--- config.mk ---
export PLATFORM = sky130hd
export DESIGN_NAME = fator_req_ctrl
export DESIGN_NICKNAME = d
export VERILOG_FILES = /design/src/rtl/fator_pkg.sv /design/src/rtl/fator_settle_cnt.sv /design/src/rtl/fator_req_ctrl.sv
export SDC_FILE = /design/constraint.sdc
export NUM_CORES = 1
export LEC_CHECK = 0
export CAP_MARGIN = 20
export CORE_MARGIN = 10
export CORE_UTILIZATION = 23
export DETAILED_ROUTE_END_ITERATION = 12
export PLACE_DENSITY = 0.41
export SLEW_MARGIN = 25
export SYNTH_ARGS = -nofsm -noshare
export SYNTH_HDL_FRONTEND = slang
export SYNTH_SLANG_ARGS = --single-unit
export TNS_END_PERCENT = 20
--- constraint.sdc ---
create_clock -name CLOCK_50 -period 2.9 [get_ports CLOCK_50]
set_clock_uncertainty 0.1 [all_clocks]
set_input_delay 0.29 -clock CLOCK_50 [delete_from_list [all_inputs] [get_ports CLOCK_50]]
set_output_delay 0.29 -clock CLOCK_50 [all_outputs]
set_load 0.02 [all_outputs]
--- src/rtl/fator_pkg.sv ---
// Shared state encoding, default parameters and counter sizing helper for the
// factorizer request controller.
package fator_pkg;

  typedef enum logic [1:0] {
    StIdle    = 2'd0,
    StSettle  = 2'd1,
    StReq     = 2'd2,
    StRelease = 2'd3
  } fator_state_e;

  localparam int unsigned DefWidth        = 16;
  localparam int unsigned DefSettleCycles = 16;
  localparam int unsigned DefAckTimeout   = 65535;

  // Bits needed to hold values 0..max_val.
  function automatic int unsigned cnt_width(input int unsigned max_val);
    return (max_val < 2) ? 1 : $clog2(max_val + 1);
  endfunction

endpackage

--- src/rtl/fator_settle_cnt.sv ---
// Saturating settle counter: done marks the cycle on which the stable run
// reaches SETTLE_CYCLES samples.
module fator_settle_cnt
  import fator_pkg::*;
#(
  parameter int unsigned SETTLE_CYCLES = DefSettleCycles
) (
  input  logic CLOCK_50,
  input  logic rst_n,
  input  logic clr,
  input  logic en,
  output logic done
);

  localparam int unsigned CntW = cnt_width(SETTLE_CYCLES);

  logic [CntW-1:0] cnt;

  always_ff @(posedge CLOCK_50 or negedge rst_n) begin
    if (!rst_n) begin
      cnt <= '0;
    end else if (clr) begin
      cnt <= '0;
    end else if (en && (32'(cnt) < SETTLE_CYCLES)) begin
      cnt <= cnt + CntW'(1);
    end
  end

  // Fires when this cycle's increment brings the count to SETTLE_CYCLES-1.
  assign done = en && !clr && ((32'(cnt) + 32'd2) >= SETTLE_CYCLES);

endmodule

--- src/rtl/fator_req_ctrl.sv ---
// Switch-driven request controller: synchronizes and debounces sw_in, then
// runs a four-phase req/ack handshake with the factorizer engine.
module fator_req_ctrl
  import fator_pkg::*;
#(
  parameter int unsigned WIDTH         = DefWidth,
  parameter int unsigned SETTLE_CYCLES = DefSettleCycles,
  parameter int unsigned ACK_TIMEOUT   = DefAckTimeout
) (
  input  logic             CLOCK_50,
  input  logic             rst_n,
  input  logic [WIDTH-1:0] sw_in,
  input  logic             ack,
  output logic             req,
  output logic [WIDTH-1:0] n_out,
  output logic             busy,
  output logic             timeout_err
);

  localparam int unsigned      TmoW    = cnt_width(ACK_TIMEOUT);
  localparam logic [TmoW-1:0]  TmoLast = TmoW'(ACK_TIMEOUT - 1);

  fator_state_e     state;
  logic [WIDTH-1:0] sw_meta;
  logic [WIDTH-1:0] sw_s;
  logic [WIDTH-1:0] cand;
  logic [TmoW-1:0]  tmo_cnt;
  logic             pwr_up;
  logic             settle_clr;
  logic             settle_en;
  logic             settle_done;

  always_ff @(posedge CLOCK_50 or negedge rst_n) begin
    if (!rst_n) begin
      sw_meta <= '0;
      sw_s    <= '0;
    end else begin
      sw_meta <= sw_in;
      sw_s    <= sw_meta;
    end
  end

  // Counter is held clear outside SETTLE so every settle episode starts at 0.
  assign settle_en  = (state == StSettle) && (sw_s == cand);
  assign settle_clr = (state != StSettle) || (sw_s != cand);

  fator_settle_cnt #(
    .SETTLE_CYCLES(SETTLE_CYCLES)
  ) u_settle_cnt (
    .CLOCK_50(CLOCK_50),
    .rst_n   (rst_n),
    .clr     (settle_clr),
    .en      (settle_en),
    .done    (settle_done)
  );

  always_ff @(posedge CLOCK_50 or negedge rst_n) begin
    if (!rst_n) begin
      state       <= StIdle;
      req         <= 1'b0;
      busy        <= 1'b0;
      n_out       <= '0;
      timeout_err <= 1'b0;
      cand        <= '0;
      tmo_cnt     <= '0;
      pwr_up      <= 1'b1;
    end else begin
      case (state)
        StIdle: begin
          if ((sw_s != n_out) || pwr_up) begin
            state <= StSettle;
            cand  <= sw_s;
            busy  <= 1'b1;
          end
        end
        StSettle: begin
          if (sw_s != cand) begin
            cand <= sw_s;
          end else if (settle_done) begin
            n_out   <= cand;
            pwr_up  <= 1'b0;
            tmo_cnt <= '0;
            req     <= 1'b1;
            state   <= StReq;
          end
        end
        StReq: begin
          // ack wins over a timeout expiring on the same cycle.
          if (ack) begin
            req   <= 1'b0;
            state <= StRelease;
          end else if (tmo_cnt == TmoLast) begin
            req         <= 1'b0;
            busy        <= 1'b0;
            timeout_err <= 1'b1;
            state       <= StIdle;
          end else begin
            tmo_cnt <= tmo_cnt + TmoW'(1);
          end
        end
        StRelease: begin
          if (!ack) begin
            busy  <= 1'b0;
            state <= StIdle;
          end
        end
        default: begin
          req   <= 1'b0;
          busy  <= 1'b0;
          state <= StIdle;
        end
      endcase
    end
  end

endmodule

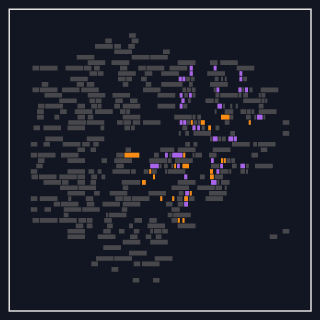
**Above:** run 1 (logic cells by family).
Scale: 2 px per um.
- aoi and oai cells: purple (cells 35; most used a21oi_1)
- nor cells: orange (cells 22; most used nor2_1; where middle)

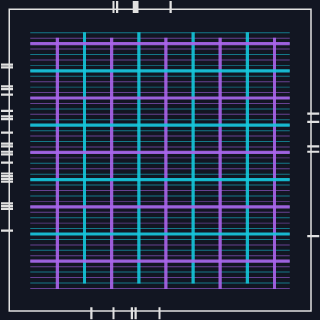
**Above:** run 1 (power grid).
Scale: 2 px per um. Pins as bars on the die edge.
- VSS: purple
- VDD: cyan
- met4 straps: 9
- met1 rails: 48
- met5 straps: 9
placeable core area: 0.01658 mm^2
peak supply drop: 398.8 uV

==> out/summary.txt, run 1 <==
Outcome: completed
Multi-input gate share of total cell area: 31.26%
Met3 wirelength from detailed routing: 518 um
Worst reg2reg startpoint: state[0]$_DFFE_PN0P_
Max-Cap Viols: 0
Synthesis-to-finish area growth: 25.23%
Largest area contributor in the netlist: dfrtp_1
Kind of cell with the highest combined delay on the critical path: simple AND/OR/NAND/NOR gates
Worst Hold Path Cells: 0
Vias: 2,433
Mux frac, synth: 10.03%
Internal reg-to-reg setup slack: 0.54 ns
Final worst hold slack: 0.2456 ns
Dominant combinational family: simple AND/OR/NAND/NOR gates
Max stage delay on crit path: 0.55 ns
Last weighted congestion value of the routability-driven placer: 0.7199
Mapped Cells: 311
Cell class with the largest area share: flip-flops and latches
Slew at the pin closest to its max-slew limit: 0.6879 ns
Synthesized registers: 91
Relative slew slack: 54.14%
CTS tree: built
Number of setup violations in the final report: 0
Highest clock rate: 423.5 MHz
Maximum count of clock buffers along a single path: 2
Depth of the worst register-to-register path: 8
EDFF count, synth: 0
Start-to-end type of the worst setup path: reg -> reg
Clk_buf instances: 10
Startpoint kind of the worst setup timing path: register
Hold wc startpoint: sw_meta[14]$_DFF_PN0_
# H-tree levels: 3
Uppermost signal routing layer after detailed routing: met4
Data-path buffer share of cell area in the final layout: 9.625%
Count of input and output buffers: 37
Required arrival time at the worst endpoint: 3.03 ns
Post-Synth XOR/XNOR Area: 7.875%
Post-synthesis compound-gate area fraction: 5.464%
Antenna viol nets, final: 0
Wire length of the first global-routing pass: 13,740 um
Number of nets in the layout: 388
Critical path destination: cand[4]$_DFFE_PN0P_
Worst min path class: reg -> reg
Number of design rule violations left after detail routing: 0
Average vias per placed instance: 4.145
Proportion of netlist area held by the largest area contributor: 57.86%
Chip Area: 0.02253 mm^2
Sort of element at the end of the critical path: register
Final total negative setup slack: 0 ns
Library cells used by synthesis: 40
Number of top-level pins: 38
Number of warnings in the stage logs: 30
Post-Synth Adder-Cell Area: 2.250%
Critical path launch point: state[0]$_DFFE_PN0P_
Buffering stage count on the worst path with inverters included: 2
Number of signal-net inverters in the final layout: 7
Highest-delay cell along the critical path: or4_1
Library cell with the highest instance count after synthesis: dfrtp_1
Sequential share of cell area: 46.74%
CTS Root Buffer Type: clkbuf_16
Routed wire per std cell: 14.32 um
Vertical die size: 150.1 um
Largest net degree at the start of global routing: 71
Arrival time at the worst endpoint: 2.49 ns
Critical Path Fanout Max: 16
Tap cell count: 220
Total inserted antenna cells: 0
Effective utilization at floorplan: 23.47%
Final critical-path share of the clock period: 81.43%
Cell area after technology mapping: 0.003892 mm^2
Met2 demand-to-capacity share in global routing: 11.74%
RSZ-0062 raised after global routing: false
Max-slew violation count: 0
Count of synthesis-stage warnings from yosys: 0
Simple Share, Synth: 13.53%
GR peak layer: met2
Sequence of cells on the critical path: inv_1 -> ha_1 -> nand3b_1 -> or4_1 -> nor2_1 -> a211oi_2 -> buf_4 -> mux2_2
Routed length on met2: 3727 um
Area of the multi-input gates: 0.001524 mm^2
Leading cell types by total area after synthesis: dfrtp_1 58%, mux2_2 9.3%, xnor2_1 7.4%
Number of logic gates: 205
Met1 routed wirelength after detailed routing: 4046 um
Post-Syn Nets: 337
Proportion of cell area spent on the clock network: 6.186%
Share of synthesized area occupied by flip-flops and latches: 58.53%
Hold path endpoint: sw_s[14]$_DFF_PN0_
Cell Rows: 47
HPWL reported at the end of detailed placement: 5862 um
Met1 GRT Util: 10.11%
R2R Path End: cand[4]$_DFFE_PN0P_
Yosys-reported design area after synthesis: 0.003892 mm^2
Final min period: 2.361 ns
Number of global-route vias before repair: 2,513
Yosys cell count: 311
Initial detailed-routing violation count: 68
Global-route usage over all layers: 7.961%
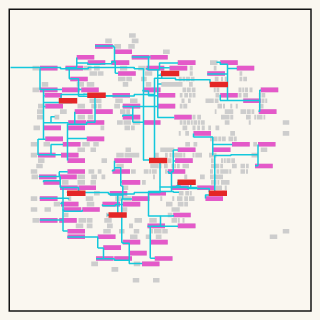
**Above:** run 1 (clock distribution).
Scale: 2 px per um.
- flip-flops: magenta (count 91)
- clock-net drivers: red (count 9)
- clock wires: cyan (length 1,290 um)
- routed clock nets: 10

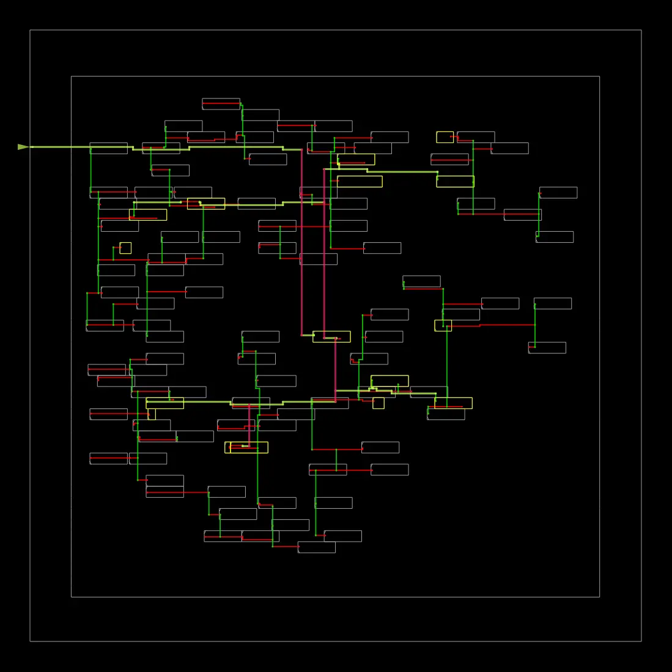
**Above:** run 1 (clock routing).
power of the clock network: 1190 uW
Inserted Clock Buffers: 9
clk ins delay skew pair: 0.34 ns
flop count: 91
clock sink count: 91

run 1: flip-flops by register name, summed over array words and instances (netlist names):
name / flops
timeout_err: 1
req: 1
tmo_cnt: 16
busy: 1
pwr_up: 1
sw_meta: 16
cand: 16
sw_s: 16
u_settle_cnt.cnt: 5
state: 2
n_out: 16
run 1: stage by stage:
step | instance area (um^2) | utilization (%) | worst slack [ns] | instances
after floorplan | 3892 | - | 0.7440 | 311
after global placement | 4559 | 27.49 | 0.3862 | 570
final | 4875 | 29.39 | 0.5386 | 587
after detailed placement | 4559 | 27.49 | 0.4412 | 570
after global routing | 4875 | 29.39 | 0.3495 | 587
after CTS | 4861 | 29.31 | 0.4974 | 586
run 1: report_power, final:
group | internal, uW | switching [uW]
clock network | 679 | 513
logic | 55.1 | 47.2
registers | 1300 | 25.0
total | 2040 | 585
run 1: repair_timing:
| item | 4_1_cts | 5_1_grt |
|---|---|---|
| hold buffers | 0 | 1 |
| setup endpoints to repair | 0 | 0 |
| resized | 0 | 0 |
| hold endpoints to repair | 0 | 67 |
run 1: cells in the final DEF, fill, tap and decap left out, types with 2 or more instances in the layout:
cell,Yosys,routed
ha_1,7,7
mux2_2,32,32
o31ai_1,2,2
nor2_1,13,13
nand2_1,17,17
inv_1,7,7
mux2i_1,3,3
clkdlybuf4s50_1,0,36
o21ai_0,11,11
buf_4,3,9
or4_1,5,5
nand3b_1,2,2
dfrtp_1,90,90
or3_1,12,12
nor2b_1,2,2
clkbuf_16,0,9
o211ai_1,2,2
xnor2_1,33,33
nor4_1,2,2
nor3_1,2,2
a31oi_1,2,2
nand2b_1,4,4
xor2_1,2,2
inv_8,0,2
and2_1,2,2
nand4_1,13,13
nand3_1,13,13
a21oi_1,13,13
clkinvlp_4,0,2
==> run 2, diff against run 1 <==
Clock period 2.9 ns to 2.4 ns, I/O delays scaled along.
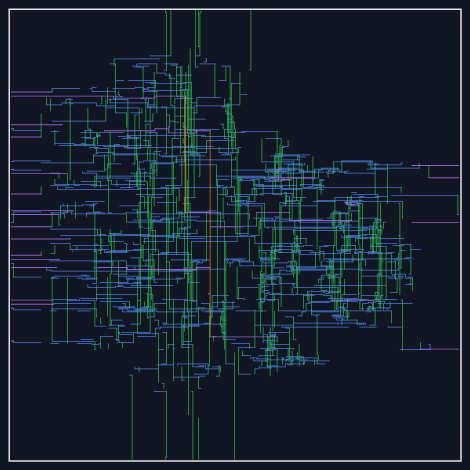
**Above:** run 2 (signal wires by layer).
Scale: 3 px per um.
- M4: orange (wire length 107 um)
- M2: green (wire length 3,930 um)
- M1: blue (wire length 4,270 um)
- M3: purple (wire length 528 um)
Routed wire per std cell: 14.48 um
global-route usage over all layers: 8.131%

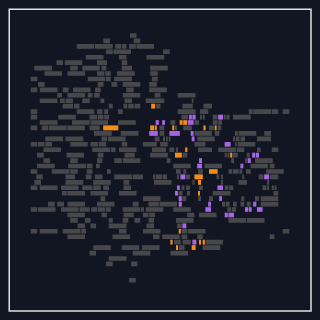
**Above:** run 2 (logic cells by family).
Scale: 2 px per um.
- nor cells: orange (cells 22; most used nor2_1; where middle)
- aoi and oai cells: purple (cells 35; most used o21ai_0)
Cell Count, Final, Fillers Out: 610
dominant logic cell type in the layout: dfrtp_1

==> run 2 against run 1 <==
Non-clock buffer count grew 23. Cell count grew 3.9%. Combinational power grew 41%. Critical path depth shrank 1. Cell area grew 6.5%. Routed wire length grew 5.1%. Total power grew 22%. Fmax grew 1.3%. Largest cell class unchanged. Largest power group unchanged.
==> out/summary.txt, run 2 <==
Outcome: completed
Proportion of netlist area held by the largest area contributor: 57.86% (unchanged)
Library cell with the highest instance count after synthesis: dfrtp_1
Number of setup violations in the final report: 0 (unchanged)
Largest net degree at the start of global routing: 49 (-31%)
# H-tree levels: 3 (unchanged)
Last weighted congestion value of the routability-driven placer: 0.7224 (+0.35%)
Post-Synth Adder-Cell Area: 2.250% (unchanged)
Slew at the pin closest to its max-slew limit: 0.6483 ns (-0.03963 ns)
Post-Syn Nets: 337 (unchanged)
Max-Cap Viols: 0 (unchanged)
EDFF count, synth: 0 (unchanged)
Synthesized registers: 91 (unchanged)
GR Overflow Total: 0
Synthesis-to-finish area growth: 33.33%
Sort of element at the end of the critical path: register
CTS tree: built
Count of input and output buffers: 37 (unchanged)
Worst min path class: in -> reg
Yosys cell count: 311 (unchanged)
Clock sink count: 91 (unchanged)
Met1 routed wirelength after detailed routing: 4270 um (+5.5%)
Final critical-path share of the clock period: 97.11% (+16 points)
Depth of the worst register-to-register path: 7 (-1)
Sequence of cells on the critical path: xnor2_1 -> nand4_1 -> nor4_4 -> buf_4 -> and3_4 -> clkbuf_16 -> mux2_2
Dominant combinational family: simple AND/OR/NAND/NOR gates
Highest clock rate: 429.1 MHz (+1.3%)
Largest area contributor in the netlist: dfrtp_1
Startpoint kind of the worst setup timing path: register
Uppermost signal routing layer after detailed routing: met4
Min setup slack post-route: 0.06931 ns (-0.4693 ns)
Post-synthesis compound-gate area fraction: 5.464% (unchanged)
Final Util: 31.30% (+1.9 points)
Post-Synth XOR/XNOR Area: 7.875% (unchanged)
Hold path endpoint: sw_meta[14]$_DFF_PN0_
Maximum count of clock buffers along a single path: 2 (unchanged)
Simple Share, Synth: 13.53% (unchanged)
Hold wc startpoint: sw_in[14]
Leading cell types by total area after synthesis: dfrtp_1 58%, mux2_2 9.3%, xnor2_1 7.4%
Peak supply drop: 433.1 uV (+8.6%)
Inserted Clock Buffers: 9 (unchanged)
Total inserted antenna cells: 0 (unchanged)
Number of warnings in the stage logs: 31 (+3.3%)
Met3 wirelength from detailed routing: 527 um (+1.7%)
Total power: 3192 uW
Final worst hold slack: 0.2193 ns (-0.02627 ns)
Number of global-route vias before repair: 2,633 (+4.8%)
Mapped Cells: 311 (unchanged)
Worst Hold Path Cells: 1 (+1)
Pre-CTS setup slack: -0.02948 ns (-0.4706 ns)
Count of synthesis-stage warnings from yosys: 0 (unchanged)
Number of design rule violations left after detail routing: 0 (unchanged)
Vertical die size: 150.1 um (unchanged)
Start-to-end type of the worst setup path: reg -> reg
Max-slew violation count: 0 (unchanged)
Worst reg2reg startpoint: cand[15]$_DFFE_PN0P_
Routed length on met2: 3927 um (+5.4%)
Effective utilization at floorplan: 23.47% (unchanged)
Average vias per placed instance: 4.244 (+2.4%)
Internal reg-to-reg setup slack: 0.07 ns (-0.47 ns)
Placeable core area: 0.01658 mm^2 (unchanged)
Vias: 2,589 (+6.4%)
Antenna viol nets, final: 0 (unchanged)
Relative slew slack: 56.78% (+2.6 points)
Critical Path Fanout Max: 8 (-8)
Number of nets in the layout: 411 (+5.9%)
Cell area after technology mapping: 0.003892 mm^2 (unchanged)
Number of top-level pins: 38 (unchanged)
Library cells used by synthesis: 40 (unchanged)
R2R Path End: n_out[1]$_DFFE_PN0P_
Most instantiated logic cells after routing: 90 x dfrtp_1, 36 x clkdlybuf4s50_1, 33 x xnor2_1
Wire length of the first global-routing pass: 14,230 um (+3.6%)
Cell Rows: 47 (unchanged)
Chip Area: 0.02253 mm^2 (unchanged)
Max stage delay on crit path: 0.41 ns (-0.14 ns)
Yosys-reported design area after synthesis: 0.003892 mm^2 (unchanged)
Highest-delay cell along the critical path: dfrtp_1
Async set-or-reset flop fraction in the synthesized netlist: 100.0%
Share of synthesized area occupied by flip-flops and latches: 58.53% (unchanged)
CTS Root Buffer Type: clkbuf_16
Clk ins delay skew pair: 0.35 ns (about the same)
Final min period: 2.331 ns (-0.03072 ns)
Required arrival time at the worst endpoint: 2.54 ns (-0.49 ns)
Critical path launch point: cand[15]$_DFFE_PN0P_
HPWL reported at the end of detailed placement: 5986 um (+2.1%)
Critical path destination: n_out[1]$_DFFE_PN0P_
Mux frac, synth: 10.03% (unchanged)
Initial detailed-routing violation count: 137 (+100%)
Arrival time at the worst endpoint: 2.47 ns (-0.02 ns)
RSZ-0062 raised after global routing: true
Final number of hold-violating endpoints: 0
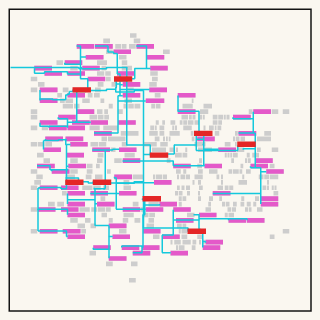
**Above:** run 2 (clock distribution).
Scale: 2 px per um.
- flip-flops: magenta (count 91)
- clock-net drivers: red (count 9)
- clock wires: cyan (length 1,320 um)
- routed clock nets: 10

run 2: cell counts after synthesis:
No cell type changed its count.
run 2: timing repair:
item | in CTS | in global routing
setup buffers | 1 | 2
pin swaps | 1 | 2
hold buffers | 1 | 0
endpoints found under the setup margin | 18 | 43
gates resized | 0 | 20
hold endpoints to repair | 46 | 0
cloned | 0 | 2
run 2: final cells by class:
cell class              instances  area, um^2
clock buffers                  10       239.0
clock inverters                 6       67.56
fillers                      1708       11390
inverters                       7       26.28
multi-input cells             205        1593
flip-flops and latches         91        2278
well taps                     220       275.3
repair buffers                 71       710.7
run 2: per-stage QoR:
stage | cells | instance area, um^2 | setup TNS [ns]
5_1_grt | 610 | 5190 | -0.3898
6_report | 610 | 5190 | 0
4_1_cts | 606 | 5056 | 0
3_5_place_dp | 588 | 4732 | -0.4327
2_1_floorplan | 311 | 3892 | 0
3_3_place_gp | 588 | 4732 | 0
run 2: cells by family after synthesis:
kind of cell / after synthesis
AND-OR/OR-AND: 35
adder cells (fa/ha/maj): 7
buffers and inverters: 15
XOR/XNOR: 35
multiplexers: 35
AND/OR/NAND/NOR: 93
flip-flops: 91
run 2: per-layer routing:
layer | vias up | track usage, %
met5 | - | 0
met4 | 0 | 2.624
met3 | 7 | 3.571
met2 | 55 | 11.89
met1 | 1277 | 10.52
li1 | 1250 | -
run 2: power breakdown:
group	switching, uW	total, uW	internal [uW]
sequential	28.6	1600	1570
clock	678	1450	768
combinational	63.0	144	80.7
run 2: worst max-delay path, delay by kind of cell (launching register included):
kind	cells	cell delay [ns]
xor gates and xnor gates	1	0.20
buffers and inverters	2	0.36
and+or+nand+nor	3	0.82
DFF	1	0.41
muxes	1	0.33
Power figures rest on the tool's default switching activity, not on a simulated workload.
